Run 1, metal 2:
Cells faint in the background.
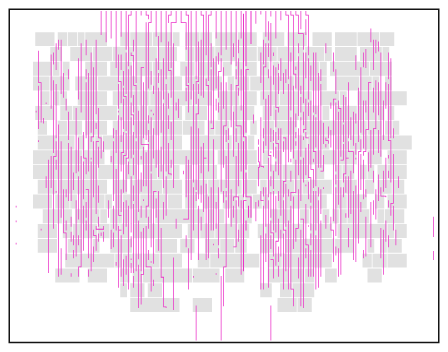
Run 1, metal 1:
Supply wires on this layer in grey. Cells faint in the background.
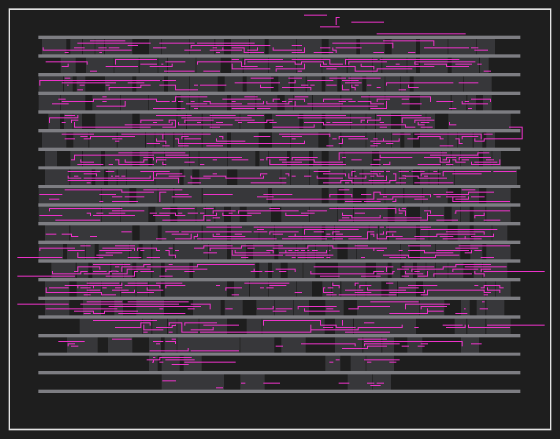
Run 1, register map, names as in the netlist:
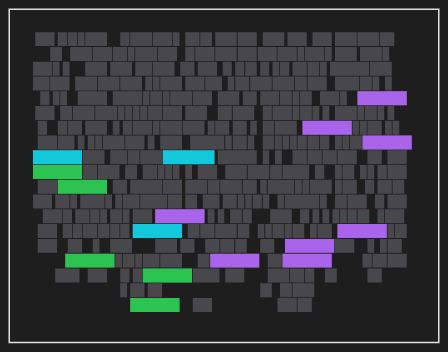
Run 1, wires at chosen ports, followed through buffers:
The bar under the picture is 20 um long.
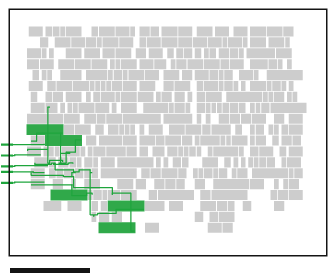
## src/rtl/tour_pkg.sv

```systemverilog
// tour_pkg: shared types and constants for the knight's-tour command sequencer.
//   state_t       sequencer FSM states
//   OP_*          command opcodes sent to the command processor
//   HDG_*         heading field values (cmd[11:4])
//   LAST_MOVE     index of the final move of a 24-move tour
//   RESP_*        response bytes returned to the UART
package tour_pkg;

  typedef enum logic [2:0] {
    IDLE,
    LOAD,
    VERT,
    WAIT_V,
    HORZ,
    WAIT_H
  } state_t;

  localparam logic [3:0] OP_MOVE         = 4'h4;
  localparam logic [3:0] OP_MOVE_FANFARE = 4'h5;

  localparam logic [7:0] HDG_NORTH = 8'h00;
  localparam logic [7:0] HDG_WEST  = 8'h3F;
  localparam logic [7:0] HDG_SOUTH = 8'h7F;
  localparam logic [7:0] HDG_EAST  = 8'hBF;

  localparam logic [4:0] LAST_MOVE = 5'd23;

  localparam logic [7:0] RESP_IDLE = 8'hA5;
  localparam logic [7:0] RESP_BUSY = 8'h5A;

  // Command word layout: {opcode, heading, squares}
  function automatic logic [15:0] mk_cmd(input logic [3:0] op,
                                         input logic [7:0] hdg,
                                         input logic [3:0] sq);
    return {op, hdg, sq};
  endfunction

endpackage

```

## src/rtl/tour_move_dec.sv

```systemverilog
// tour_move_dec: decodes a one-hot knight move into a vertical leg and a
// horizontal leg (heading + square count each).
//   move     in  8  one-hot move code
//   v_hdg    out 8  vertical heading (north/south)
//   v_sq     out 4  vertical squares (1 or 2)
//   h_hdg    out 8  horizontal heading (east/west)
//   h_sq     out 4  horizontal squares (1 or 2)
//   illegal  out 1  move is zero or has more than one bit set
module tour_move_dec
  import tour_pkg::*;
(
  input  logic [7:0] move,
  output logic [7:0] v_hdg,
  output logic [3:0] v_sq,
  output logic [7:0] h_hdg,
  output logic [3:0] h_sq,
  output logic       illegal
);

  // Full-value case: any pattern that is not exactly one bit falls to default,
  // which is the one-hot legality check for free.
  always_comb begin
    v_hdg   = HDG_NORTH;
    v_sq    = 4'd0;
    h_hdg   = HDG_EAST;
    h_sq    = 4'd0;
    illegal = 1'b0;
    case (move)
      8'h01: begin v_hdg = HDG_NORTH; v_sq = 4'd2; h_hdg = HDG_EAST; h_sq = 4'd1; end
      8'h02: begin v_hdg = HDG_NORTH; v_sq = 4'd2; h_hdg = HDG_WEST; h_sq = 4'd1; end
      8'h04: begin v_hdg = HDG_NORTH; v_sq = 4'd1; h_hdg = HDG_WEST; h_sq = 4'd2; end
      8'h08: begin v_hdg = HDG_SOUTH; v_sq = 4'd1; h_hdg = HDG_WEST; h_sq = 4'd2; end
      8'h10: begin v_hdg = HDG_SOUTH; v_sq = 4'd2; h_hdg = HDG_WEST; h_sq = 4'd1; end
      8'h20: begin v_hdg = HDG_SOUTH; v_sq = 4'd2; h_hdg = HDG_EAST; h_sq = 4'd1; end
      8'h40: begin v_hdg = HDG_SOUTH; v_sq = 4'd1; h_hdg = HDG_EAST; h_sq = 4'd2; end
      8'h80: begin v_hdg = HDG_NORTH; v_sq = 4'd1; h_hdg = HDG_EAST; h_sq = 4'd2; end
      default: illegal = 1'b1;
    endcase
  end

endmodule

```

## src/rtl/tour_cmd_seq.sv

```systemverilog
// tour_cmd_seq: muxes UART commands through to the command processor while
// idle; once a tour is started it replays the 24-move solution as pairs of
// commands (vertical leg, then horizontal leg with fanfare).
//   clk, rst_n     clock / async active-low reset
//   start_tour     pulse: solution ready, begin sequencing
//   move           one-hot move read from solution memory at mv_indx
//   mv_indx        move index 0..23 to solution memory
//   cmd_UART/cmd_rdy_UART  command from UART (forwarded only in IDLE)
//   clr_cmd_rdy    processor consumed cmd
//   send_resp      processor finished current leg
//   cmd/cmd_rdy    command to processor
//   resp           response byte to UART (A5 idle, 5A touring)
//   tour_err       pulse: illegal move encountered
module tour_cmd_seq
  import tour_pkg::*;
(
  input  logic        clk,
  input  logic        rst_n,
  input  logic        start_tour,
  input  logic [7:0]  move,
  output logic [4:0]  mv_indx,
  input  logic [15:0] cmd_UART,
  input  logic        cmd_rdy_UART,
  input  logic        clr_cmd_rdy,
  input  logic        send_resp,
  output logic [15:0] cmd,
  output logic        cmd_rdy,
  output logic [7:0]  resp,
  output logic        tour_err
);

  state_t     state, nxt;
  logic [7:0] move_reg;
  logic [7:0] dec_in;
  logic [7:0] v_hdg, h_hdg;
  logic [3:0] v_sq, h_sq;
  logic       illegal;
  logic       mv_clr, mv_inc, move_done;

  // During LOAD the incoming move is checked before it is committed; afterwards
  // the held copy drives the command fields.
  assign dec_in = (state == LOAD) ? move : move_reg;

  tour_move_dec u_dec (
    .move    (dec_in),
    .v_hdg   (v_hdg),
    .v_sq    (v_sq),
    .h_hdg   (h_hdg),
    .h_sq    (h_sq),
    .illegal (illegal)
  );

  always_ff @(posedge clk or negedge rst_n) begin
    if (!rst_n) state <= IDLE;
    else        state <= nxt;
  end

  always_ff @(posedge clk or negedge rst_n) begin
    if (!rst_n) begin
      mv_indx  <= 5'd0;
      move_reg <= 8'h00;
    end else begin
      if (mv_clr)      mv_indx <= 5'd0;
      else if (mv_inc) mv_indx <= mv_indx + 5'd1;
      if (state == LOAD) move_reg <= move;
    end
  end

  always_comb begin
    nxt       = state;
    cmd       = 16'h0000;
    cmd_rdy   = 1'b0;
    resp      = RESP_BUSY;
    tour_err  = 1'b0;
    mv_clr    = 1'b0;
    mv_inc    = 1'b0;
    move_done = 1'b0;
    case (state)
      IDLE: begin
        cmd     = cmd_UART;
        cmd_rdy = cmd_rdy_UART;
        resp    = RESP_IDLE;
        if (start_tour) begin
          mv_clr = 1'b1;
          nxt    = LOAD;
        end
      end
      LOAD: begin
        if (illegal) begin
          tour_err = 1'b1;
          nxt      = IDLE;
        end else begin
          nxt = VERT;
        end
      end
      VERT: begin
        cmd     = mk_cmd(OP_MOVE, v_hdg, v_sq);
        cmd_rdy = 1'b1;
        // send_resp alone is ignored until the command has been taken
        if (clr_cmd_rdy) nxt = send_resp ? HORZ : WAIT_V;
      end
      WAIT_V: begin
        cmd = mk_cmd(OP_MOVE, v_hdg, v_sq);
        if (send_resp) nxt = HORZ;
      end
      HORZ: begin
        cmd     = mk_cmd(OP_MOVE_FANFARE, h_hdg, h_sq);
        cmd_rdy = 1'b1;
        if (clr_cmd_rdy) begin
          if (send_resp) move_done = 1'b1;
          else           nxt = WAIT_H;
        end
      end
      WAIT_H: begin
        cmd = mk_cmd(OP_MOVE_FANFARE, h_hdg, h_sq);
        if (send_resp) move_done = 1'b1;
      end
      default: nxt = IDLE;
    endcase

    // End of a move: finish the tour or step to the next index (never past 23).
    if (move_done) begin
      if (mv_indx == LAST_MOVE) begin
        nxt = IDLE;
      end else begin
        nxt    = LOAD;
        mv_inc = 1'b1;
      end
    end
  end

endmodule
```

## config.mk

```make
export PLATFORM = sky130hd
export DESIGN_NAME = tour_cmd_seq
export DESIGN_NICKNAME = d
export VERILOG_FILES = /design/src/rtl/tour_pkg.sv /design/src/rtl/tour_move_dec.sv /design/src/rtl/tour_cmd_seq.sv
export SDC_FILE = /design/constraint.sdc
export NUM_CORES = 1
export LEC_CHECK = 0
export ABC_AREA = 1
export CAP_MARGIN = 10
export CORE_ASPECT_RATIO = 0.75
export CORE_MARGIN = 4
export CORE_UTILIZATION = 39
export DETAILED_ROUTE_END_ITERATION = 6
export PLACE_DENSITY = 0.86
export SKIP_CTS_REPAIR_TIMING = 1
export SYNTH_ARGS = -nofsm -noshare
export SYNTH_HDL_FRONTEND = slang
export SYNTH_SLANG_ARGS = --single-unit
```

## constraint.sdc

```tcl
create_clock -name clk -period 1.5 [get_ports clk]
set_input_delay 0.15 -clock clk [delete_from_list [all_inputs] [get_ports clk]]
set_output_delay 0.15 -clock clk [all_outputs]
set_load 0.01 [all_outputs]
```

==> flow.log, run 1 <==
[report] implementation figures
[metrics] number of warnings the tools reported: 28
[metrics] worst reg2reg path endpoint: state[1]$_DFFE_PN0P_
[metrics] clock transition at the registers of the reported paths: 70 ps
[metrics] type of element launching the critical path: flip-flop
[metrics] CP endpoint: cmd[1]
[metrics] run status: finished, violations left
[metrics] number of clock sinks: 16
[metrics] post-layout instance area: 2840 um2
[metrics] total leakage power: about 1.5 nW
[metrics] final cell count without fillers: between 300 and 400
[metrics] start-to-end type of the worst setup path: flip-flop to output port
[metrics] Cell Type Count: 28
[metrics] register-to-register path setup slack: -450 ps
[metrics] count of flip-flops with a built-in enable after synthesis: 0
[metrics] number of inverters outside the clock class in the layout: 35
[metrics] Post-Place Setup Slack: -883 ps
[metrics] vias in the first global route: 1,694
[metrics] data arrival time of the critical path: ~2100 ps
[metrics] post-synthesis cell area: about 1500 um2
[metrics] global-route total usage across every layer: roughly 20%
[metrics] cell family with the largest share of critical-path delay: simple AND/OR/NAND/NOR gates
[metrics] antenna diode count: 0
[metrics] R2R Path Start: state[1]$_DFFE_PN0P_
[metrics] area of placed instances: roughly 2400 um2
[metrics] most frequent logic cell in the layout: sky130_fd_sc_hd__nand2_1
[metrics] final setup vio count: 34
[metrics] first-pass GRT wire length: ~7.5 mm
[metrics] Tot Pwr: 0.00763 W
[metrics] number of nets in the layout: between 300 and 400
[metrics] fraction of the yosys area taken by sequential cells: a little over a quarter
[metrics] Vert. Die Dim: slightly above 60 um
[metrics] DR pass1 iterations: 5
[metrics] count of clock-net buffers in the final layout: 4
[metrics] number of cells in Yosys stat: 228
[metrics] Max rail drop VDD: between 0.002 and 0.0025 V
[metrics] Die Wd: slightly below 80 um
[metrics] period utilization: 150%
[metrics] total instance count after detailed placement: roughly 360
[metrics] final worst setup slack: -743 ps
[metrics] average wire length per cell after detail routing: approximately 17 um
[metrics] most instantiated logic cells after routing: sky130_fd_sc_hd__nand2_1 (53), sky130_fd_sc_hd__buf_4 (37), sky130_fd_sc_hd__clkdlybuf4s50_1 (34)
[metrics] total of flip-flops plus latches after synthesis: 16
[metrics] fraction of final layout cells sized beyond drive strength 1: between 40 and 50%
[metrics] Critical Path Fanout Max: 8
[metrics] Slew HR: between 80% and 90%
[metrics] core area: ~3600 um2
[metrics] data required time of the critical path: around 1400 ps
[metrics] Post-Synthesis Net Count: ~260
[metrics] accumulated negative setup slack: -12,720 ps
[metrics] Multi-input gate area: 1080 um2
[metrics] total of max-cap violations: 0
[metrics] first-iteration detailed-routing DRC count: around 140
[metrics] GRT Residual Overflow: 0
[metrics] clock tree from TritonCTS: yes
[metrics] number of well-tap cells placed: about 52
[metrics] maximum level of the CTS H-tree: 1
[metrics] Avg Cell Area, Syn: ~6.4 um2
[metrics] max-slew violation count: 0
[metrics] top flip-flop cell by instance count after synthesis: sky130_fd_sc_hd__dfrtp_1
[metrics] number of flip-flops and latches: 16
[metrics] Insertion Delay late pin: 260 ps
[metrics] Logic Gate Count: roughly 170
[metrics] RSZ-0062 raised after global routing: true
[metrics] synthesis-to-finish area growth: 93.8%
[metrics] cell-by-cell listing of the critical path: nor2_4 > nand3b_1 > nand2_1 > nand2_2 > nor2_4 > nand2_2 > nand2_2 > nor2_4 > o211ai_1 > buf_2
[metrics] placer congestion estimate: around 0.82
[metrics] clock network area share: 1.94%
[metrics] Final ANT Viol Nets: 0
[metrics] cell with the biggest individual delay on the critical path: sky130_fd_sc_hd__dfrtp_2
[metrics] depth of the worst register-to-register path: 16
[metrics] power per cell area: 2680 nW/um2
[metrics] Core Density at Floorplan: between 40% and 50%
[metrics] number of core rows: 19
[metrics] Largest register FFs: 8
[metrics] instance tally after logic synthesis: around 230
[metrics] timing startpoint of the critical path: state[1]$_DFFE_PN0P_
[metrics] maximum buffer depth of the clock tree: 2
[metrics] placed wire-length estimate after detailed placement: ~3.8 mm
[metrics] critical path endpoint category: output port
[metrics] FILL cells: around 250
[metrics] worst stage delay on the critical path: 470 ps
[metrics] maximum clock frequency: around 450 MHz
[metrics] antenna violations before repair: 0
[metrics] Min Clock Period, post-route: ~2200 ps
[metrics] final-layout worst hold slack: 215 ps
[metrics] Tightest Pin Transition: 234 ps
[metrics] fraction of registers with async set/reset: 100%
[metrics] logic gate fraction of the total cell area: a little under two fifths
[metrics] Hold Violations, Final: 0
[metrics] bufs w/o clock: about 120
[metrics] DRC violations left: 0
[metrics] maximum number of pins on one net before global-route repair: 19
[metrics] failing checks: setup timing
[metrics] CTS buffer count: 3
[metrics] cell class ranked first by area: non-clock buffers
[metrics] Via density: ~5.3
[metrics] clock tree root buffer cell: sky130_fd_sc_hd__clkbuf_8
[metrics] Worst Skew: 3.50 ps
[metrics] Hold Path Class: primary input to async pin
[metrics] worst path buffer plus inverter count: 1
[metrics] count of warnings emitted by yosys: 0
[metrics] summed standard-cell area reported by yosys: 1470 um2
[metrics] area of the die: slightly below 5000 um2
[metrics] Layout non-clock buf frac: 38.4%
[metrics] logic depth of the worst path, buffers included: 10
Notes on 'metal 2' above:
share of all routed wire: 52%
longest straight run: 27.9 um
main direction: vertical
wire length on this layer: 3,470 um
Total Wirelength: 6.63 mm
via count: 2,083
met2 Track Usage GR: 34.0%

Notes on 'metal 1' above:
nets with wire on the layer: 336
share of all routed wire: 37%
wire length on this layer: 2,430 um
main direction: horizontal
global routing usage on met1: 25.9%

Notes on 'register map, names as in the netlist' above:
| signal | colour | placed flops |
|---|---|---|
| state | cyan | 3 |
| mv_indx | green | 5 |
| move_reg | purple | 8 |
Final Util: 78.2%
flip-flop and latch area: 402 um2
power of the sequential group: 0.000708 W
sequential share of cell area: 14.1%

Notes on 'wires at chosen ports, followed through buffers' above:
| port | colour | bits | direction | end cells | wire |
|---|---|---|---|---|---|
| mv_indx | green | 5 | output | 5 | 208 um |
count of port buffers added during placement: 60
count of pins on the block boundary: 61

[run 1: layer usage]
metal  GRT usage (%)  vias to the layer above  share of wire, %  wire (um)
met2            34.0                       98                52       3470
met4            5.39                        0               4.5        299
li1                -                      940                 -          -
met5               0                        -                 0          0
met1            25.9                     1014                37       2430
met3            4.39                       31               6.5        432
[run 1: where the power goes]
group | switching (W) | leakage, nW | internal [W]
logic | 0.00336 | 1.30 | 0.00316
registers | 0.000115 | 0.205 | 0.000593
clock network | 0.000178 | 0.0288 | 0.000234
total | 0.00365 | 1.53 | 0.00398
[run 1: cell families after synthesis]
family	synth area share (%)
buffers and inverters	15.9
DFF	27.3
adders and majority gates	0.852
xor gates and xnor gates	1.19
and+or+nand+nor	47.9
AOI/OAI and AO/OA	6.82
[run 1: synth_stat cells (4+ instances only)]
| library cell | count | area share (%) |
|---|---|---|
| sky130_fd_sc_hd__inv_2 | 6 | 1.5 |
| sky130_fd_sc_hd__nand3b_1 | 4 | 2.0 |
| sky130_fd_sc_hd__nand4_1 | 4 | 1.7 |
| sky130_fd_sc_hd__nor3_1 | 4 | 1.4 |
| sky130_fd_sc_hd__nand3_1 | 23 | 7.8 |
| sky130_fd_sc_hd__a21oi_1 | 4 | 1.4 |
| sky130_fd_sc_hd__buf_4 | 7 | 3.6 |
| sky130_fd_sc_hd__dfrtp_1 | 16 | 27 |
| sky130_fd_sc_hd__o21ai_0 | 7 | 2.4 |
| sky130_fd_sc_hd__nor2_1 | 14 | 3.6 |
| sky130_fd_sc_hd__nor2_4 | 5 | 3.8 |
| sky130_fd_sc_hd__nand2_1 | 71 | 18 |
| sky130_fd_sc_hd__nand2_2 | 17 | 7.2 |
| sky130_fd_sc_hd__inv_1 | 28 | 7.2 |
==> run 1 -> run 2 <==
Settings changed: ABC_AREA 1 to 0, CORE_UTILIZATION 39 to 36, PLACE_DENSITY 0.86 to 0.85.
Run 2, metal 2:
Cells faint in the background.
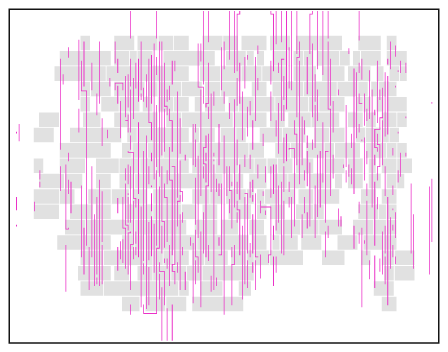
longest straight run: 31.6 um
nets with wire on the layer: 260
via count: 1,530
Total Wirelength: 4.70 mm

==> flow.log, run 2 <==
[report] implementation figures
[metrics] clock tree from TritonCTS: yes
[metrics] Via density: 5.13 (-3.4%)
[metrics] area of the die: 4460 um2 (-7.3%)
[metrics] Clk pwr share: 9.8% (+4.4 points)
[metrics] sequential cell fraction of total power: 18.7% (+9.4 points)
[metrics] register-to-register path setup slack: -230 ps (+220 ps)
[metrics] GRT Residual Overflow: 0 (unchanged)
[metrics] DRC violations left: 0 (unchanged)
[metrics] maximum level of the CTS H-tree: 1 (unchanged)
[metrics] number of cells in Yosys stat: 143 (-37%)
[metrics] depth of the worst register-to-register path: 5 (-11)
[metrics] count of pins on the block boundary: 61 (unchanged)
[metrics] first-pass GRT wire length: 6.13 mm (-18%)
[metrics] total leakage power: 1.17 nW (-24%)
[metrics] Avg Cell Area, Syn: 8.69 um2 (+35%)
[metrics] Core Density at Floorplan: 37.5% (-2.8 points)
[metrics] power of the sequential group: 0.000717 W (+1%)
[metrics] most frequent logic cell in the layout: sky130_fd_sc_hd__buf_4
[metrics] Largest cells by area: sky130_fd_sc_hd__dfrtp_1 (32%), sky130_fd_sc_hd__mux2_2 (7.3%), sky130_fd_sc_hd__nand2_1 (5.1%)
[metrics] total of max-cap violations: 0 (unchanged)
[metrics] synthesis-to-finish area growth: 95.3%
[metrics] antenna violations before repair: 0 (unchanged)
[metrics] Slew HR: 78.1% (-6.3 points)
[metrics] most common cell in the synthesized netlist: sky130_fd_sc_hd__nand2_1
[metrics] max-slew violation count: 0 (unchanged)
[metrics] final cell count without fillers: 298 (-24%)
[metrics] final-layout worst hold slack: 231 ps (+16.4 ps)
[metrics] R2R Path Start: state[1]$_DFFE_PN0P_
[metrics] group drawing the most power: combinational logic
[metrics] final worst setup slack: -467 ps (+275 ps)
[metrics] maximum clock frequency: 508 MHz (+14%)
[metrics] instance tally after logic synthesis: 143 (-37%)
[metrics] top flip-flop cell by instance count after synthesis: sky130_fd_sc_hd__dfrtp_1
[metrics] Multi-input gate area: 885 um2 (-18%)
[metrics] type of element launching the critical path: flip-flop
[metrics] clock transition at the registers of the reported paths: 60 ps (about the same)
[metrics] critical path endpoint category: output port
[metrics] Tightest Pin Transition: 327 ps (+92.7 ps)
[metrics] first-iteration detailed-routing DRC count: 69 (-50%)
[metrics] number of warnings the tools reported: 28 (unchanged)
[metrics] maximum number of pins on one net before global-route repair: 17 (-2)
[metrics] Hold Path Class: primary input to async pin
[metrics] fraction of power spent switching nets: 39.8% (-8.0 points)
[metrics] Vert. Die Dim: 58.9 um (-3.7%)
[metrics] Cell Type Count: 44 (+57%)
[metrics] flip-flop and latch area: 403 um2 (+0.31%)
[metrics] global-route total usage across every layer: 17.6% (-2.2 points)
[metrics] clock group total power: 0.000377 W (-8.5%)
[metrics] commonest cells in the netlist: sky130_fd_sc_hd__nand2_1 (17), sky130_fd_sc_hd__dfrtp_1 (16), sky130_fd_sc_hd__a21oi_1 (10)
[metrics] Combinational Power: 0.00275 W (-58%)
[metrics] antenna diode count: 0 (unchanged)
[metrics] period utilization: 131% (-18 points)
[metrics] vias in the first global route: 1,374 (-19%)
[metrics] Critical Path Fanout Max: 4 (-4)
[metrics] Max rail drop VDD: 0.000824 V (-61%)
[metrics] fraction of the yosys area taken by sequential cells: 32.2% (+4.9 points)
[metrics] number of core rows: 18 (-1)
[metrics] maximum buffer depth of the clock tree: 2 (unchanged)
[metrics] CTS buffer count: 3 (unchanged)
[metrics] clock tree root buffer cell: sky130_fd_sc_hd__clkbuf_8
[metrics] run status: finished, violations left
[metrics] placed wire-length estimate after detailed placement: 3.04 mm (-20%)
[metrics] Die Wd: 75.8 um (-3.8%)
[metrics] timing startpoint of the critical path: state[1]$_DFFE_PN0P_
[metrics] count of port buffers added during placement: 60 (unchanged)
[metrics] total of flip-flops plus latches after synthesis: 16 (unchanged)
[metrics] data required time of the critical path: 1350 ps (about the same)
[metrics] total net switching power: 0.00153 W (-58%)
[metrics] accumulated negative setup slack: -9800 ps (+2920 ps)
[metrics] core area: 3310 um2 (-9.0%)
[metrics] most instantiated logic cells after routing: sky130_fd_sc_hd__buf_4 (52), sky130_fd_sc_hd__clkdlybuf4s50_1 (30), sky130_fd_sc_hd__nand2_1 (17)
[metrics] Hold Violations, Final: 0 (unchanged)
[metrics] average wire length per cell after detail routing: 15.8 um (-6.8%)
[metrics] power per cell area: 1580 nW/um2 (-41%)
[metrics] RSZ-0062 raised after global routing: true
[metrics] number of nets in the layout: 290 (-22%)
[metrics] Worst Skew: 1.56 ps (-1.94 ps)
[metrics] final setup vio count: 38 (+12%)
[metrics] fraction of registers with async set/reset: 100% (unchanged)
[metrics] start-to-end type of the worst setup path: flip-flop to output port
[metrics] post-synthesis cell area: 1240 um2 (-15%)
[metrics] DR pass1 iterations: 4 (-1)
[metrics] combinational group share of total power: 71.5% (-14 points)
[metrics] number of clock sinks: 16 (unchanged)
[metrics] Insertion Delay late pin: 240 ps (-20 ps)
[metrics] total instance count after detailed placement: 279 (-23%)
[metrics] count of flip-flops with a built-in enable after synthesis: 0 (unchanged)
[metrics] library cell with the largest summed area after synthesis: sky130_fd_sc_hd__dfrtp_1
[metrics] count of warnings emitted by yosys: 0 (unchanged)
[metrics] placer congestion estimate: 0.814 (-1.2%)
[metrics] summed standard-cell area reported by yosys: 1240 um2 (-15%)
[metrics] fraction of final layout cells sized beyond drive strength 1: 50.0% (+1.2 points)
[metrics] internal power of the cells: 0.00231 W (-42%)
[metrics] failing checks: setup timing
[metrics] Final ANT Viol Nets: 0 (unchanged)
[metrics] data arrival time of the critical path: 1820 ps (-270 ps)
[metrics] FILL cells: 234 (-5.3%)
[metrics] Min Clock Period, post-route: 1970 ps (-275 ps)
[metrics] worst reg2reg path endpoint: state[1]$_DFFE_PN0P_
[metrics] Area leader share: 32.2% (+4.9 points)
[metrics] Largest register FFs: 8 (unchanged)
[metrics] Post-Synthesis Net Count: 174 (-33%)
Run 2, wires at chosen ports, followed through buffers:
The bar under the picture is 20 um long.
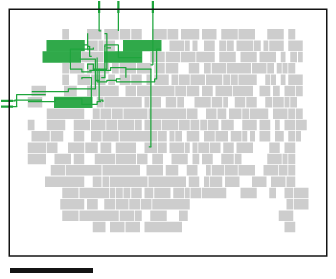
| port | colour | bits | direction | end cells | wire |
|---|---|---|---|---|---|
| mv_indx | green | 5 | output | 5 | 237 um |

==> run 2: cell type report <==
class,count,share of cell area [%]
repair buffers,121,41.7
multi-input cells,113,36.5
repair inverters,1,0.309
well taps,40,2.06
flip-flops and latches,16,16.6
clock buffers,4,2.27
inverters,3,0.619
==> run 2: how the worst max path moves through the flow <==
stage | end | cells after the start
floorplan | cmd[11] | 5
global placement | cmd[0] | 8
detailed placement | cmd[0] | 8
CTS | cmd[0] | 8
global route | tour_err | 5
finish | tour_err | 5
==> run 2: worst max-delay path, cell delays in order, from the launching register on <==
cell	delay, ps
sky130_fd_sc_hd__dfrtp_1	430
sky130_fd_sc_hd__or3b_4	460
sky130_fd_sc_hd__buf_4	160
sky130_fd_sc_hd__nor4bb_4	330
sky130_fd_sc_hd__nor3_2	70
sky130_fd_sc_hd__clkbuf_2	130
==> run 2: per-layer routing <==
metal / vias up / track usage (%) / wire length [um]
li1: 735 / - / -
met1: 739 / 23.7 / 1960
met2: 54 / 29.6 / 2350
met3: 2 / 2.39 / 368
met4: 0 / 4.24 / 19
met5: - / 0 / 0
==> run 2: logic make-up after synthesis <==
logic type,synth area share [%]
buffers and inverters,7.15
AND/OR/NAND/NOR,25.0
multiplexers,9.67
AND-OR/OR-AND,17.9
adder cells (fa/ha/maj),1.01
XOR/XNOR,7.05
flip-flops,32.2
==> run 2: per-stage QoR <==
step | utilization [%] | setup slack [ps] | power (W) | instance area (um2)
2_1_floorplan | - | -92.1 | 0.00196 | 1270
3_3_place_gp | 66.1 | -828 | 0.00304 | 2190
3_5_place_dp | 66.1 | -893 | 0.00311 | 2190
4_1_cts | 67.8 | -905 | 0.00351 | 2240
5_1_grt | 73.3 | -519 | 0.00408 | 2430
6_report | 73.3 | -467 | 0.00384 | 2430
No activity file was given, so power comes from the tool's default toggle rates.
